**Run 1: gate families picked out**

Scale bar: 20 um.
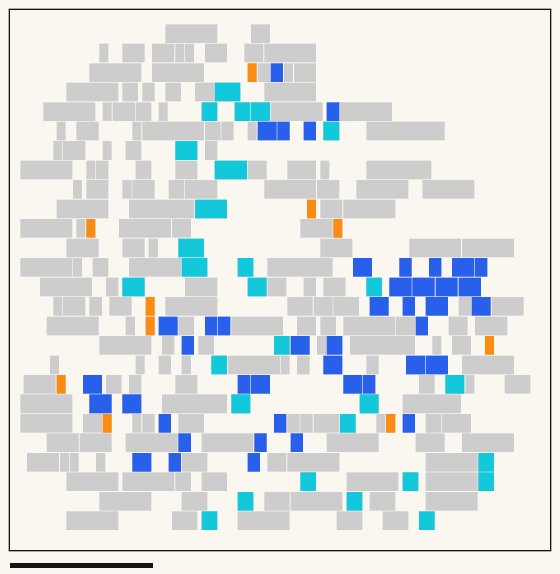
**Run 1: sequential cells grouped by signal name**

Other sequential cells in the stronger grey, the rest of the logic in the fainter grey.
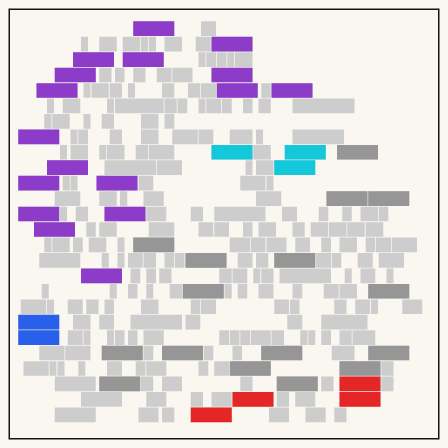
**Run 1: ports around the boundary**

Pins as bars across the die edge, other pins in grey.
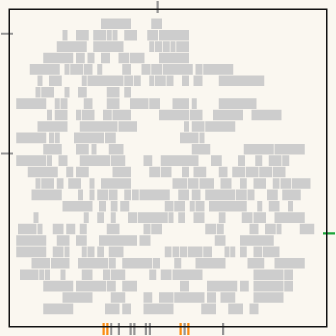
[src/rtl/key_pkg.sv]
// Shared types and constants for the keypad scanner: FSM encoding, default
// prescaler/debounce settings and the sixteen key codes.
package key_pkg;

    typedef enum logic [1:0] {
        StIdle,
        StScan,
        StDebounce,
        StHeld
    } state_e;

    localparam int unsigned DefaultDiv  = 100_000;
    localparam int unsigned DefaultDebN = 4;

    // key_code = {row_idx, col_idx}
    localparam logic [3:0] KeyR0C0 = 4'h0;
    localparam logic [3:0] KeyR0C1 = 4'h1;
    localparam logic [3:0] KeyR0C2 = 4'h2;
    localparam logic [3:0] KeyR0C3 = 4'h3;
    localparam logic [3:0] KeyR1C0 = 4'h4;
    localparam logic [3:0] KeyR1C1 = 4'h5;
    localparam logic [3:0] KeyR1C2 = 4'h6;
    localparam logic [3:0] KeyR1C3 = 4'h7;
    localparam logic [3:0] KeyR2C0 = 4'h8;
    localparam logic [3:0] KeyR2C1 = 4'h9;
    localparam logic [3:0] KeyR2C2 = 4'hA;
    localparam logic [3:0] KeyR2C3 = 4'hB;
    localparam logic [3:0] KeyR3C0 = 4'hC;
    localparam logic [3:0] KeyR3C1 = 4'hD;
    localparam logic [3:0] KeyR3C2 = 4'hE;
    localparam logic [3:0] KeyR3C3 = 4'hF;

    function automatic logic [1:0] lowest_zero(input logic [3:0] v);
        if (!v[0]) begin
            lowest_zero = 2'd0;
        end else if (!v[1]) begin
            lowest_zero = 2'd1;
        end else if (!v[2]) begin
            lowest_zero = 2'd2;
        end else begin
            lowest_zero = 2'd3;
        end
    endfunction

endpackage

[src/rtl/key_scan_if.sv]
// Keypad-side and report signals of the scanner; slave is the scanner itself.
interface key_scan_if;
    logic [3:0] col_n;
    logic [3:0] row_n;
    logic [3:0] key_code;
    logic       key_valid;
    logic       key_down;

    modport master (
        output col_n,
        input  row_n,
        input  key_code,
        input  key_valid,
        input  key_down
    );

    modport slave (
        input  col_n,
        output row_n,
        output key_code,
        output key_valid,
        output key_down
    );
endinterface

[src/rtl/scan_tick.sv]
// Free-running prescaler: counts 0..DIV-1 and pulses tick at DIV-1.
module scan_tick
    import key_pkg::*;
#(
    parameter int unsigned DIV = DefaultDiv
) (
    input  logic clk_50m,
    input  logic rst,
    output logic tick
);

    localparam int unsigned CntW = (DIV > 1) ? $clog2(DIV) : 1;
    localparam logic [CntW-1:0] CntMax = CntW'(DIV - 1);

    logic [CntW-1:0] cnt_d, cnt_q;

    always_comb begin
        tick  = (cnt_q == CntMax);
        cnt_d = tick ? '0 : cnt_q + CntW'(1);
    end

    always_ff @(posedge clk_50m) begin
        if (rst) begin
            cnt_q <= '0;
        end else begin
            cnt_q <= cnt_d;
        end
    end

endmodule

[src/rtl/key_scan.sv]
// 4x4 keypad scanner: synchronizes columns, walks rows on each tick, debounces
// press and release and reports one key_valid pulse per debounced press.
module key_scan
    import key_pkg::*;
#(
    parameter int unsigned CLK_HZ  = 50_000_000,
    parameter int unsigned SCAN_HZ = 500,
    parameter int unsigned DEB_N   = DefaultDebN
) (
    input  logic       clk_50m,
    input  logic       rst,
    key_scan_if.slave  bus
);

    localparam int unsigned DIV  = CLK_HZ / SCAN_HZ;
    localparam int unsigned CntW = $clog2(DEB_N + 1);
    localparam logic [CntW-1:0] CntTop  = CntW'(DEB_N);
    localparam logic [CntW-1:0] CntLast = CntW'(DEB_N - 1);

    logic            tick;
    logic [3:0]      col_meta_q, col_s_q;
    state_e          state_d, state_q;
    logic [1:0]      row_idx_d, row_idx_q;
    logic [1:0]      col_idx_d, col_idx_q;
    logic [CntW-1:0] deb_cnt_d, deb_cnt_q;
    logic [CntW-1:0] rel_cnt_d, rel_cnt_q;
    logic [3:0]      key_code_d, key_code_q;
    logic            key_valid_d, key_valid_q;

    scan_tick #(
        .DIV (DIV)
    ) u_scan_tick (
        .clk_50m (clk_50m),
        .rst     (rst),
        .tick    (tick)
    );

    always_comb begin
        state_d     = state_q;
        row_idx_d   = row_idx_q;
        col_idx_d   = col_idx_q;
        deb_cnt_d   = deb_cnt_q;
        rel_cnt_d   = rel_cnt_q;
        key_code_d  = key_code_q;
        key_valid_d = 1'b0;

        case (state_q)
            StIdle: begin
                if (tick && col_s_q != 4'b1111) begin
                    state_d   = StScan;
                    row_idx_d = 2'd0;
                end
            end
            StScan: begin
                if (tick) begin
                    if (col_s_q != 4'b1111) begin
                        col_idx_d = lowest_zero(col_s_q);
                        deb_cnt_d = CntW'(1);
                        state_d   = StDebounce;
                        // A single-tick debounce reports on the detection tick itself.
                        if (DEB_N <= 1) begin
                            key_code_d  = {row_idx_q, lowest_zero(col_s_q)};
                            key_valid_d = 1'b1;
                            rel_cnt_d   = '0;
                            state_d     = StHeld;
                        end
                    end else if (row_idx_q == 2'd3) begin
                        row_idx_d = 2'd0;
                        state_d   = StIdle;
                    end else begin
                        row_idx_d = row_idx_q + 2'd1;
                    end
                end
            end
            StDebounce: begin
                if (tick) begin
                    if (!col_s_q[col_idx_q]) begin
                        if (deb_cnt_q < CntTop) begin
                            deb_cnt_d = deb_cnt_q + CntW'(1);
                        end
                        if (deb_cnt_q >= CntLast) begin
                            key_code_d  = {row_idx_q, col_idx_q};
                            key_valid_d = 1'b1;
                            rel_cnt_d   = '0;
                            state_d     = StHeld;
                        end
                    end else begin
                        deb_cnt_d = '0;
                        state_d   = StIdle;
                    end
                end
            end
            StHeld: begin
                if (tick) begin
                    if (col_s_q[col_idx_q]) begin
                        if (rel_cnt_q < CntTop) begin
                            rel_cnt_d = rel_cnt_q + CntW'(1);
                        end
                        if (rel_cnt_q >= CntLast) begin
                            rel_cnt_d = '0;
                            deb_cnt_d = '0;
                            state_d   = StIdle;
                        end
                    end else begin
                        rel_cnt_d = '0;
                    end
                end
            end
            default: state_d = StIdle;
        endcase
    end

    always_ff @(posedge clk_50m) begin
        if (rst) begin
            col_meta_q  <= 4'b1111;
            col_s_q     <= 4'b1111;
            state_q     <= StIdle;
            row_idx_q   <= 2'd0;
            col_idx_q   <= 2'd0;
            deb_cnt_q   <= '0;
            rel_cnt_q   <= '0;
            key_code_q  <= 4'h0;
            key_valid_q <= 1'b0;
        end else begin
            col_meta_q  <= bus.col_n;
            col_s_q     <= col_meta_q;
            state_q     <= state_d;
            row_idx_q   <= row_idx_d;
            col_idx_q   <= col_idx_d;
            deb_cnt_q   <= deb_cnt_d;
            rel_cnt_q   <= rel_cnt_d;
            key_code_q  <= key_code_d;
            key_valid_q <= key_valid_d;
        end
    end

    assign bus.row_n     = (state_q == StIdle) ? 4'b0000 : ~(4'b0001 << row_idx_q);
    assign bus.key_code  = key_code_q;
    assign bus.key_valid = key_valid_q;
    assign bus.key_down  = (state_q == StHeld);

endmodule

[src/flat_wrapper.sv]
// flat-port wrapper written by rule: the top's interface ports become plain ports
module key_scan_flat import key_pkg::*;
#(
    parameter int unsigned CLK_HZ  = 50_000_000,
    parameter int unsigned SCAN_HZ = 500,
    parameter int unsigned DEB_N   = DefaultDebN
)
  (clk_50m, rst, bus_col_n, bus_row_n, bus_key_code, bus_key_valid, bus_key_down);
  key_scan_if bus_i ();
  input  logic clk_50m;
  input  logic rst;
  input wire logic [$bits(bus_i.col_n)-1:0] bus_col_n;
  output wire logic [$bits(bus_i.row_n)-1:0] bus_row_n;
  output wire logic [$bits(bus_i.key_code)-1:0] bus_key_code;
  output wire logic [$bits(bus_i.key_valid)-1:0] bus_key_valid;
  output wire logic [$bits(bus_i.key_down)-1:0] bus_key_down;
  assign bus_i.col_n = bus_col_n;
  assign bus_row_n = bus_i.row_n;
  assign bus_key_code = bus_i.key_code;
  assign bus_key_valid = bus_i.key_valid;
  assign bus_key_down = bus_i.key_down;
  key_scan #(.CLK_HZ(CLK_HZ), .SCAN_HZ(SCAN_HZ), .DEB_N(DEB_N)) u_core (.clk_50m(clk_50m), .rst(rst), .bus(bus_i));
endmodule
[config.mk]
export PLATFORM = sky130hd
export DESIGN_NAME = key_scan_flat
export DESIGN_NICKNAME = d
export VERILOG_FILES = /design/src/rtl/key_pkg.sv /design/src/rtl/key_scan_if.sv /design/src/rtl/scan_tick.sv /design/src/rtl/key_scan.sv /design/src/flat_wrapper.sv
export SDC_FILE = /design/constraint.sdc
export NUM_CORES = 1
export LEC_CHECK = 0
export CAP_MARGIN = 20
export CORE_UTILIZATION = 40
export CTS_BUF_LIST = sky130_fd_sc_hd__clkbuf_16
export DETAILED_ROUTE_END_ITERATION = 8
export PLACE_DENSITY = 0.58
export SLEW_MARGIN = 20
export SYNTH_ARGS = -nofsm -noshare
export SYNTH_HDL_FRONTEND = slang
export SYNTH_SLANG_ARGS = --single-unit
export TNS_END_PERCENT = 10
[constraint.sdc]
create_clock -name clk_50m -period 2.2 [get_ports clk_50m]
set_input_delay 0.33 -clock clk_50m [delete_from_list [all_inputs] [get_ports clk_50m]]
set_output_delay 0.33 -clock clk_50m [all_outputs]
set_load 0.05 [all_outputs]
==> out/results.tsv, run 1 <==
stage	metric	value	unit
run_status	status	finished, final reports clean	
synth	EDFF count, synth	0	
worst_setup_path	Crit path largest cell delay	0.51	ns
worst_setup_path	RR Startpoint	u_core.rel_cnt_q[0]	
clock_tree	CTS tree	done	
die	Std-Cell Rows	26	
finish	synthesis-to-layout area growth	20.2	%
synth	synthesized area per cell	8.97	um^2
final_timing	WHS	0.408	ns
clock_tree	CTS sink cnt	42	
synth	count leader, synth	dfxtp_1	
route	First-pass DRT Iterations	4	
synth	dominant register cell	dfxtp_1	
final_timing	Setup-failing EPs final	0	
synth	yosys cell count	240	
route	DR WL/cell	14.2	um
route	drt initial violations	96	
route	WL final	4.64	mm
synth	synthesized area	2150	um^2
placed_design	Final HPWL DP	3.32	mm
finish	Inserted Diodes	0	
finish	layout cells sized above 1	16.3	%
final_timing	Final Skew	0.00525	ns
synth	yosys warning tally	0	
final_timing	Hold Violations, Final	0	
worst_hold_path	hold_sp	u_core.col_meta_q[1]	
worst_hold_path	min-delay worst type	reg -> reg	
final_timing	Max Freq	495	MHz
clock_tree	setup bufs post-CTS	0	
pwr	Worst IR Drop VDD	0.000370	V
placed_design	routability congestion estimate	0.783	
clock_tree	Root Driver	clkbuf_16	
die	chip area	5680	um^2
synth	most area-hungry cell type in the Yosys netlist	dfxtp_1	
worst_setup_path	CP startpoint	u_core.rel_cnt_q[0]	
worst_setup_path	slowest stage cell, crit path	nor4bb_1	
final_timing	Max-Slew Margin vs Limit	62.8	%
Notes on 'gate families picked out' above:
[orange] inv cells | cells: 10 | most used: inv_1
[cyan] and/or cells | cells: 28 | most used: or2_2
[blue] aoi and oai cells | cells: 44 | most used: a21oi_1

Notes on 'sequential cells grouped by signal name' above:
[red] u_core.col_meta_q | flops: 4
[cyan] u_core.rel_cnt_q | flops: 3
[purple] u_core.u_scan_tick.cnt_q | flops: 17
[blue] u_core.row_idx_q | flops: 2
not coloured: 16

Notes on 'ports around the boundary' above:
[orange] bus_col_n | pins: 4 | direction: input | edge: bottom
[green] bus_key_valid | pins: 1 | direction: output | edge: right
die width: 75.4 um
IO Port Bufs: 15
chip height: 75.4 um

run 1: final timing paths:
check                             end  slack (ns)  depth (start not counted)
setup / recovery  u_core.deb_cnt_q[0]        0.18                          6
hold reg to reg     u_core.col_s_q[1]        0.41                          1
setup reg to reg  u_core.deb_cnt_q[0]        0.18                          6
hold / removal      u_core.col_s_q[1]        0.41                          1
run 1: logic make-up after synthesis:
family                   count (synthesis)  synth area share [%]
flip-flops                              42                  39.0
XOR/XNOR                                12                  4.88
AND/OR/NAND/NOR                        101                  28.6
adder cells (fa/ha/maj)                  9                  5.23
multiplexers                             4                  2.61
buffers and inverters                   23                  4.42
AND-OR/OR-AND                           49                  15.2
run 1: metal layers:
layer,up-vias,wire (um),GRT usage [%]
met3,7,177,3.97
met1,835,2370,26.7
met2,29,2030,26.6
met4,0,71,6.79
li1,911,-,-
met5,-,0,0
run 1: where the power goes:
group / leakage [nW] / total, W / switching [W] / internal [W]
sequential: 0.341 / 0.000780 / 0.00000783 / 0.000772
combinational: 0.488 / 0.0000568 / 0.0000309 / 0.0000258
clock: 0.0836 / 0.000819 / 0.000288 / 0.000531
total: 0.912 / 0.00166 / 0.000327 / 0.00133
run 1: through the flow:
stage               util (%)  instance area, um^2  instances  total power [W]  worst slack, ns
detailed placement      47.2                 2420        319         0.000854            0.237
finish                  50.4                 2590        327          0.00166            0.181
global placement        47.2                 2420        319         0.000853            0.318
CTS                     50.4                 2590        327          0.00167            0.201
floorplan                  -                 2150        240         0.000833            0.299
global route            50.4                 2590        327          0.00171           0.0305
run 1: placed cells by master (no fill, tap or decap), drive strengths merged, types with 3 or more instances in the layout:
cell / instances
and2: 4
buf: 12
clkdlybuf4s50: 10
nor3: 7
nand4: 9
nor4: 4
nand2: 8
or4: 4
o41ai: 3
nor2: 24
ha: 9
clkbuf: 5
xnor2: 7
or2: 8
nand2b: 3
a21oi: 13
xor2: 5
dfxtp: 42
and4: 5
nand3: 9
nor4b: 3
o21ai: 9
mux2: 3
or3: 3
inv: 10
o31ai: 6
o2111ai: 3
run 1: state kept, by name, summed over array words and instances, names as in the netlist:
name	flops
u_core.bus.key_valid	1
u_core.bus.key_code	4
u_core.rel_cnt_q	3
u_core.col_idx_q	2
u_core.state_q	2
u_core.col_s_q	4
u_core.col_meta_q	4
u_core.row_idx_q	2
u_core.deb_cnt_q	3
u_core.u_scan_tick.cnt_q	17
run 1: final cells by class:
type | count | area, um^2
Multi-Input combinational cell | 175 | 1220
Sequential cell | 42 | 841
Fill cell | 509 | 2550
Clock inverter | 3 | 40.0
Tap cell | 70 | 87.6
Inverter | 10 | 37.5
Timing Repair Buffer | 22 | 240
Clock buffer | 5 | 125
==> run 2: changes to the inputs <==
--- a/config.mk
+++ b/config.mk
@@ -6,10 +6,11 @@
 export NUM_CORES = 1
 export LEC_CHECK = 0
 export CAP_MARGIN = 20
-export CORE_UTILIZATION = 40
+export CORE_MARGIN = 3
+export CORE_UTILIZATION = 45
 export CTS_BUF_LIST = sky130_fd_sc_hd__clkbuf_16
 export DETAILED_ROUTE_END_ITERATION = 8
-export PLACE_DENSITY = 0.58
+export PLACE_DENSITY = 0.64
 export SLEW_MARGIN = 20
 export SYNTH_ARGS = -nofsm -noshare
 export SYNTH_HDL_FRONTEND = slang
**Run 2: gate families picked out**

Scale bar: 20 um.
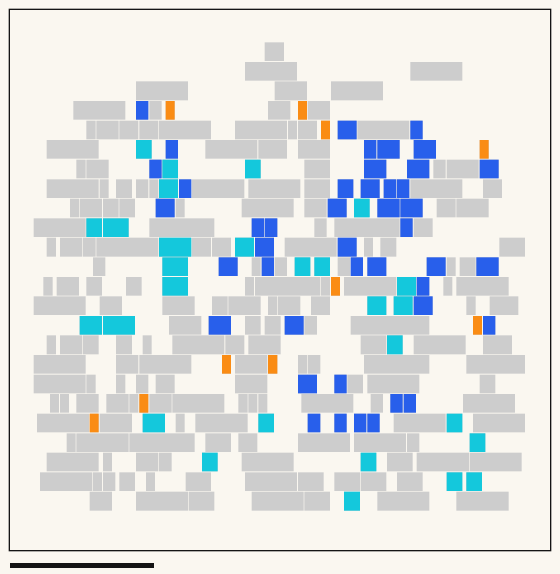
[orange] inv cells | cells: 10 | most used: inv_1
[cyan] and/or cells | cells: 28 | most used: or2_2
[blue] aoi and oai cells | cells: 44 | most used: a21oi_1

==> out/results.tsv, run 2 <==
stage	metric	value	unit
pwr	Logic pwr share	3.5	%
die	Std-Cell Rows	24	
pwr	Cell Int Power	0.00132	W
synth	EDFF count, synth	0	
grt	met3 Use GR	5.47	%
synth	count leader, synth	dfxtp_1	
placed_design	dpl cell area	2400	um^2
placed_design	IO Port Bufs	15	
finish	Inserted Diodes	0	
final_timing	Setup-failing EPs final	0	
synth	dominant register cell	dfxtp_1	
die	chip height	75.2	um
clock_tree	setup bufs post-CTS	0	
pwr	Clk pwr share	48.8	%
grt	gr busiest metal	met2	
placed_design	routability congestion estimate	0.824	
route	First-pass DRT Iterations	4	
run_status	status	finished, final reports clean	
final_timing	Max-Slew Margin vs Limit	63.0	%
grt	GR Util met1	21.9	%
finish	Top cells excl fill/tap	42 x dfxtp_1, 24 x nor2_1, 13 x a21oi_1	
run 2: cell counts after synthesis:
Identical to the previous run, type by type.
run 2: layer usage:
metal,share of wire (%),up-vias
met1,46,845
li1,-,910
met4,1.2,0
met3,2.6,6
met5,0,-
met2,50,29
run 2: cell families (layout without fill, tap and decap cells):
family | Yosys count | count (layout) | share of synthesized area (%)
buffers and inverters | 23 | 39 | 4.42
xor gates and xnor gates | 12 | 12 | 4.88
DFF | 42 | 42 | 39.0
AOI/OAI and AO/OA | 49 | 49 | 15.2
muxes | 4 | 4 | 2.61
adders and majority gates | 9 | 9 | 5.23
and+or+nand+nor | 101 | 101 | 28.6
run 2: final cells by class:
class / count / area, um^2
Clock buffer: 5 / 125
Timing Repair Buffer: 22 / 240
Tap cell: 52 / 65.1
Sequential cell: 42 / 841
Multi-Input combinational cell: 175 / 1220
Inverter: 10 / 37.5
Clock inverter: 2 / 33.8
Fill cell: 396 / 1910
run 2: final timing paths:
path	to	slack [ns]	cells past startpoint	startpoint
worst max-delay path	u_core.rel_cnt_q[0]	0.17	6	u_core.rel_cnt_q[0]
worst min-delay path	u_core.col_s_q[3]	0.41	1	u_core.col_meta_q[3]
worst max register to register	u_core.rel_cnt_q[0]	0.17	6	u_core.rel_cnt_q[0]
worst min register to register	u_core.col_s_q[3]	0.41	1	u_core.col_meta_q[3]
run 2: worst max-delay path, cell delays in order, from the launching register on:
cell	delay, ns
dfxtp_1	0.33
ha_1	0.20
ha_1	0.19
nor4bb_1	0.51
nand4b_1	0.15
nor3_1	0.36
mux2_2	0.23
run 2: through the flow:
stage                     utilization [%]  hold slack (ns)  cells  setup WS (ns)
after floorplan                         -            0.389    240          0.299
after global placement               53.7            0.396    301          0.254
after detailed placement             53.7            0.398    301          0.239
after CTS                            57.2            0.411    308          0.220
after global routing                 57.2            0.429    308         0.0574
final                                57.2            0.407    308          0.174
run 2: power by group through the flow:
stage                     registers (W)  logic (W)  clock network [W]
after floorplan                0.000795  0.0000383                  0
after global placement         0.000796  0.0000570                  0
after detailed placement       0.000797  0.0000565                  0
after global routing           0.000781  0.0000626           0.000856
after CTS                      0.000780  0.0000569           0.000814
final                          0.000780  0.0000566           0.000798
Power figures rest on the tool's default switching activity, not on a simulated workload.
